**config.mk**
```make
export PLATFORM = sky130hd
export DESIGN_NAME = reserved_parking_exit_flat
export DESIGN_NICKNAME = d
export VERILOG_FILES = /design/src/rtl/reserved_parking_exit_if.sv /design/src/rtl/reserved_parking_exit.sv /design/src/flat_wrapper.sv
export SDC_FILE = /design/constraint.sdc
export NUM_CORES = 1
export LEC_CHECK = 0
export CORE_MARGIN = 3
export CORE_UTILIZATION = 30
export DETAILED_ROUTE_END_ITERATION = 6
export PLACE_DENSITY_LB_ADDON = 0.15
export SETUP_SLACK_MARGIN = 0.2
export SLEW_MARGIN = 20
export SYNTH_ARGS = -nofsm -noshare
export SYNTH_HDL_FRONTEND = slang
export SYNTH_SLANG_ARGS = --single-unit
```
**constraint.sdc**
```tcl
create_clock -name clk -period 6.4 [get_ports clk]
set_clock_uncertainty 0.15 [all_clocks]
set_input_delay 1.92 -clock clk [delete_from_list [all_inputs] [get_ports clk]]
set_output_delay 1.92 -clock clk [all_outputs]
set_load 0.005 [all_outputs]
```
**src/rtl/reserved_parking_exit_if.sv**
```systemverilog
// Exit-side bus of the reserved parking controller: occupancy marks from the entry
// path, the exit request/ack handshake, gate/status outputs and the occupancy view.
interface reserved_parking_exit_if #(
  parameter int unsigned N = 8
);
  localparam int unsigned W  = $clog2(N) + 1;
  localparam int unsigned CW = $clog2(N + 2);

  logic          occ_set_valid;
  logic [W-1:0]  occ_set_flat;
  logic          exit_req;
  logic          exit_pwd;
  logic [W-1:0]  exit_flat;
  logic          exit_ack;
  logic          exit_ok;
  logic [1:0]    exit_err;
  logic          gate_open;
  logic          busy;
  logic [N:0]    occ_vec;
  logic [CW-1:0] free_count;

  // Requester / entry-path side.
  modport master (
    output occ_set_valid, occ_set_flat, exit_req, exit_pwd, exit_flat,
    input  exit_ack, exit_ok, exit_err, gate_open, busy, occ_vec, free_count
  );

  // Controller side.
  modport slave (
    input  occ_set_valid, occ_set_flat, exit_req, exit_pwd, exit_flat,
    output exit_ack, exit_ok, exit_err, gate_open, busy, occ_vec, free_count
  );
endinterface

```
**src/rtl/reserved_parking_exit.sv**
```systemverilog
// Reserved (PWD) parking exit controller. Single owner of the reserved-slot occupancy
// vector: marks slots occupied from the entry path, decides exit requests, frees the
// slot on a grant and holds the exit barrier open for GATE_CYCLES cycles.
module reserved_parking_exit #(
  parameter int unsigned N           = 8,
  parameter int unsigned GATE_CYCLES = 4
) (
  input logic                    clk,
  input logic                    rst_n,
  reserved_parking_exit_if.slave bus
);
  localparam int unsigned W   = $clog2(N) + 1;
  localparam int unsigned CW  = $clog2(N + 2);
  localparam int unsigned GCW = $clog2(GATE_CYCLES + 1);

  localparam logic [1:0] StIdle  = 2'd0;
  localparam logic [1:0] StCheck = 2'd1;
  localparam logic [1:0] StOpen  = 2'd2;

  localparam logic [1:0] ErrNone  = 2'd0;
  localparam logic [1:0] ErrFlat  = 2'd1;
  localparam logic [1:0] ErrPwd   = 2'd2;
  localparam logic [1:0] ErrEmpty = 2'd3;

  logic [1:0]     state_q, state_d;
  logic [W-1:0]   flat_q, flat_d;
  logic           pwd_q, pwd_d;
  logic [GCW-1:0] cnt_q, cnt_d;
  logic [N:0]     occ_q, occ_d;
  logic [CW-1:0]  free_q, free_d;
  logic           ack_q, ack_d;
  logic           ok_q, ok_d;
  logic [1:0]     err_q, err_d;

  logic [N:0]     set_mask;
  logic [N:0]     exit_match;
  logic [N:0]     clr_mask;
  logic           flat_valid;
  logic           slot_occ;

  // Decode flat numbers into one-hot slot masks; no match means the flat is out of range.
  always_comb begin
    set_mask   = '0;
    exit_match = '0;
    for (int k = 0; k <= int'(N); k++) begin
      set_mask[k]   = bus.occ_set_valid && (bus.occ_set_flat == W'(k + 1));
      exit_match[k] = (flat_q == W'(k + 1));
    end
    flat_valid = |exit_match;
    slot_occ   = |(occ_q & exit_match);
  end

  // Request FSM: latch in IDLE, decide in CHECK, time the barrier in OPEN.
  always_comb begin
    state_d  = state_q;
    flat_d   = flat_q;
    pwd_d    = pwd_q;
    cnt_d    = cnt_q;
    ack_d    = 1'b0;
    ok_d     = ok_q;
    err_d    = err_q;
    clr_mask = '0;
    case (state_q)
      StIdle: begin
        if (bus.exit_req) begin
          flat_d  = bus.exit_flat;
          pwd_d   = bus.exit_pwd;
          state_d = StCheck;
        end
      end
      StCheck: begin
        ack_d   = 1'b1;
        state_d = StIdle;
        if (!flat_valid) begin
          ok_d  = 1'b0;
          err_d = ErrFlat;
        end else if (!pwd_q) begin
          ok_d  = 1'b0;
          err_d = ErrPwd;
        end else if (!slot_occ) begin
          ok_d  = 1'b0;
          err_d = ErrEmpty;
        end else begin
          ok_d     = 1'b1;
          err_d    = ErrNone;
          clr_mask = exit_match;
          cnt_d    = GCW'(GATE_CYCLES);
          state_d  = StOpen;
        end
      end
      StOpen: begin
        if (cnt_q <= GCW'(1)) begin
          cnt_d   = '0;
          state_d = StIdle;
        end else begin
          cnt_d = cnt_q - GCW'(1);
        end
      end
      default: begin
        cnt_d   = '0;
        state_d = StIdle;
      end
    endcase
  end

  // Occupancy update: a set landing on the slot being freed wins; count zeros of the result.
  always_comb begin
    occ_d  = (occ_q & ~clr_mask) | set_mask;
    free_d = '0;
    for (int k = 0; k <= int'(N); k++) begin
      if (!occ_d[k]) begin
        free_d = free_d + CW'(1);
      end
    end
  end

  // State registers, asynchronously cleared.
  always_ff @(posedge clk or negedge rst_n) begin
    if (!rst_n) begin
      state_q <= StIdle;
      flat_q  <= '0;
      pwd_q   <= 1'b0;
      cnt_q   <= '0;
      occ_q   <= '0;
      free_q  <= CW'(N + 1);
      ack_q   <= 1'b0;
      ok_q    <= 1'b0;
      err_q   <= ErrNone;
    end else begin
      state_q <= state_d;
      flat_q  <= flat_d;
      pwd_q   <= pwd_d;
      cnt_q   <= cnt_d;
      occ_q   <= occ_d;
      free_q  <= free_d;
      ack_q   <= ack_d;
      ok_q    <= ok_d;
      err_q   <= err_d;
    end
  end

  assign bus.exit_ack   = ack_q;
  assign bus.exit_ok    = ok_q;
  assign bus.exit_err   = err_q;
  assign bus.gate_open  = (state_q == StOpen);
  assign bus.busy       = (state_q != StIdle);
  assign bus.occ_vec    = occ_q;
  assign bus.free_count = free_q;

  // The free counter must always agree with the occupancy vector.
  a_free_consistent: assert property (@(posedge clk) disable iff (!rst_n)
    (32'(free_q) + $countones(occ_q)) == (N + 1));

  // An ack can only follow a CHECK cycle.
  a_ack_after_check: assert property (@(posedge clk) disable iff (!rst_n)
    ack_q |-> ($past(state_q) == StCheck));
endmodule

```
**src/flat_wrapper.sv**
```systemverilog
// flat-port wrapper written by rule: the top's interface ports become plain ports
module reserved_parking_exit_flat 
#(
  parameter int unsigned N           = 8,
  parameter int unsigned GATE_CYCLES = 4
)
  (clk, rst_n, bus_occ_set_valid, bus_occ_set_flat, bus_exit_req, bus_exit_pwd, bus_exit_flat, bus_exit_ack, bus_exit_ok, bus_exit_err, bus_gate_open, bus_busy, bus_occ_vec, bus_free_count);
  reserved_parking_exit_if #(.N(N)) bus_i ();
  input logic clk;
  input logic rst_n;
  input wire logic [$bits(bus_i.occ_set_valid)-1:0] bus_occ_set_valid;
  input wire logic [$bits(bus_i.occ_set_flat)-1:0] bus_occ_set_flat;
  input wire logic [$bits(bus_i.exit_req)-1:0] bus_exit_req;
  input wire logic [$bits(bus_i.exit_pwd)-1:0] bus_exit_pwd;
  input wire logic [$bits(bus_i.exit_flat)-1:0] bus_exit_flat;
  output wire logic [$bits(bus_i.exit_ack)-1:0] bus_exit_ack;
  output wire logic [$bits(bus_i.exit_ok)-1:0] bus_exit_ok;
  output wire logic [$bits(bus_i.exit_err)-1:0] bus_exit_err;
  output wire logic [$bits(bus_i.gate_open)-1:0] bus_gate_open;
  output wire logic [$bits(bus_i.busy)-1:0] bus_busy;
  output wire logic [$bits(bus_i.occ_vec)-1:0] bus_occ_vec;
  output wire logic [$bits(bus_i.free_count)-1:0] bus_free_count;
  assign bus_i.occ_set_valid = bus_occ_set_valid;
  assign bus_i.occ_set_flat = bus_occ_set_flat;
  assign bus_i.exit_req = bus_exit_req;
  assign bus_i.exit_pwd = bus_exit_pwd;
  assign bus_i.exit_flat = bus_exit_flat;
  assign bus_exit_ack = bus_i.exit_ack;
  assign bus_exit_ok = bus_i.exit_ok;
  assign bus_exit_err = bus_i.exit_err;
  assign bus_gate_open = bus_i.gate_open;
  assign bus_busy = bus_i.busy;
  assign bus_occ_vec = bus_i.occ_vec;
  assign bus_free_count = bus_i.free_count;
  reserved_parking_exit #(.N(N), .GATE_CYCLES(GATE_CYCLES)) u_core (.clk(clk), .rst_n(rst_n), .bus(bus_i));
endmodule
```
Fig. 1: clock distribution
Scale: 4 px per um.
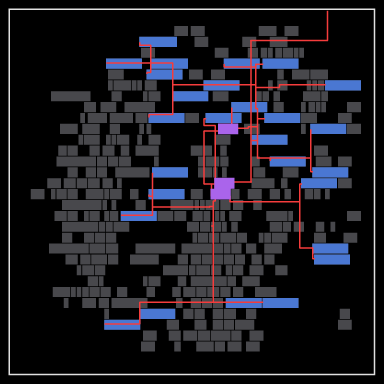
Key: blue = flip-flops [count 27]; red = clock wires [length 434 um]; purple = clock drivers [count 3]
There are 4 routed clock nets.

Fig. 2: track usage over the die
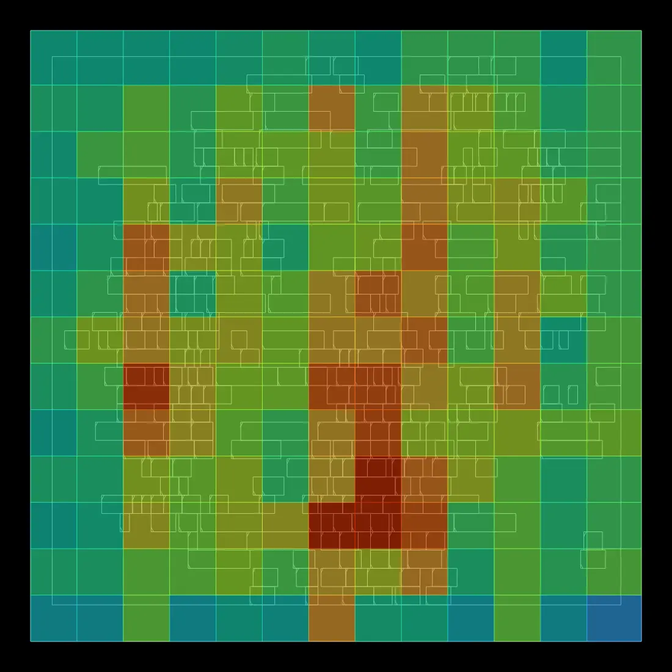
post-layout util: 45.98%
GR Layer Usage met3: 1.667%
busiest layer in global routing: met2
drt wl/cell: 14.21 um
All-Layer GR Usage: 14.18%

Fig. 3: cell density map
Scale: 4 px per um. The die is cut into 9 by 9 equal tiles; dark blue is low, red is high, 0 to 100% covered.
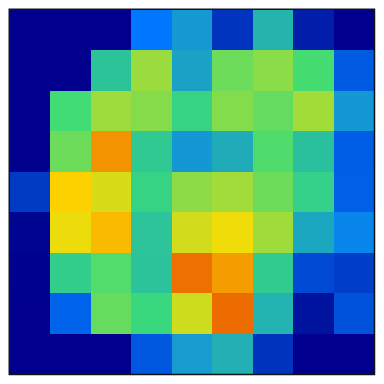
The densest ninth of the die: bottom middle. The fullest tile reaches 88%. 20% of the tiles are nearly empty. The mean over all tiles is 37%. 7.4% of the tiles are over 75% full.

==> flow_summary.toml <==
# physical design summary
[hold_path]
hp-start = "u_core.cnt_q[1]"

[grt]
grt_max_degree = 28
antenna_found_initial = 0

[synth]
syn_inst = 218
synthAdderAreaFrac_pct = 7.519
ys_async_sr_fraction_pct = 100.0
synth_nets = 244
synth_area_sq_um = 2163
yosysSeqAreaShare_pct = 31.35
yosys.area_share.aoi_pct = 20.07

[final_timing]
fin_crit_sh_pct = 95.44
tns_ns = 0
hold_viol = 0
rsz0062_at_grt = "yes"
worst_slack_ns = 0.2919
finalSetupViolations = 0

[critical_path]
crit_chain = "dlygate4sd2_1 -> nor3b_2 -> and2_4 -> a21o_4 -> ha_4 -> o211a_1 -> a211o_4 -> ha_4 -> nor2_4 -> nor2_4 -> xnor2_4 -> a21oi_2 -> ha_1 -> a21oi_2 -> o31a_1 -> xnor2_1 -> mux2_2 -> ha_1 -> nand2b_4 -> nand2_4 -> inv_1 -> ha_1 -> mux2_2"
worstPathMaxFanout = 4
r2r-end = "u_core.bus.free_count[1]"
cp_common_cell = "ha_1"
cp-startpoint = "bus_occ_set_valid"
timing_worst_setup_path_type = "in2reg"
end_kind = "flop"
cp.required_ns = 6.43
max_stage_delay_ns = 0.34
cp.depth = 23

[die]
tap_cells = 96
fp-utilization_pct = 31.32
fp.dieH_um = 90.92
die_w_um = 90.92

[clocking]
ctsHoldBuffers = 0
cts_made_buffers = 3
cts.clk_slew.worst_paths_ns = 0.10

[route]
drt_wl_total_um = 5700
highest_layer = "met4"
drt_iter0_markers = 91

[finish]
syn_to_final_growth_pct = 46.79
buffer_area_share_pct = 22.89
clk_share_pct = 1.537
nets = 332

[status]
status = "completed"

[placement]
dp_cells = 366
placed_cell_area_sq_um = 2840
post-dp-hpwl_um = 4056

[run]
cap_violations = 0
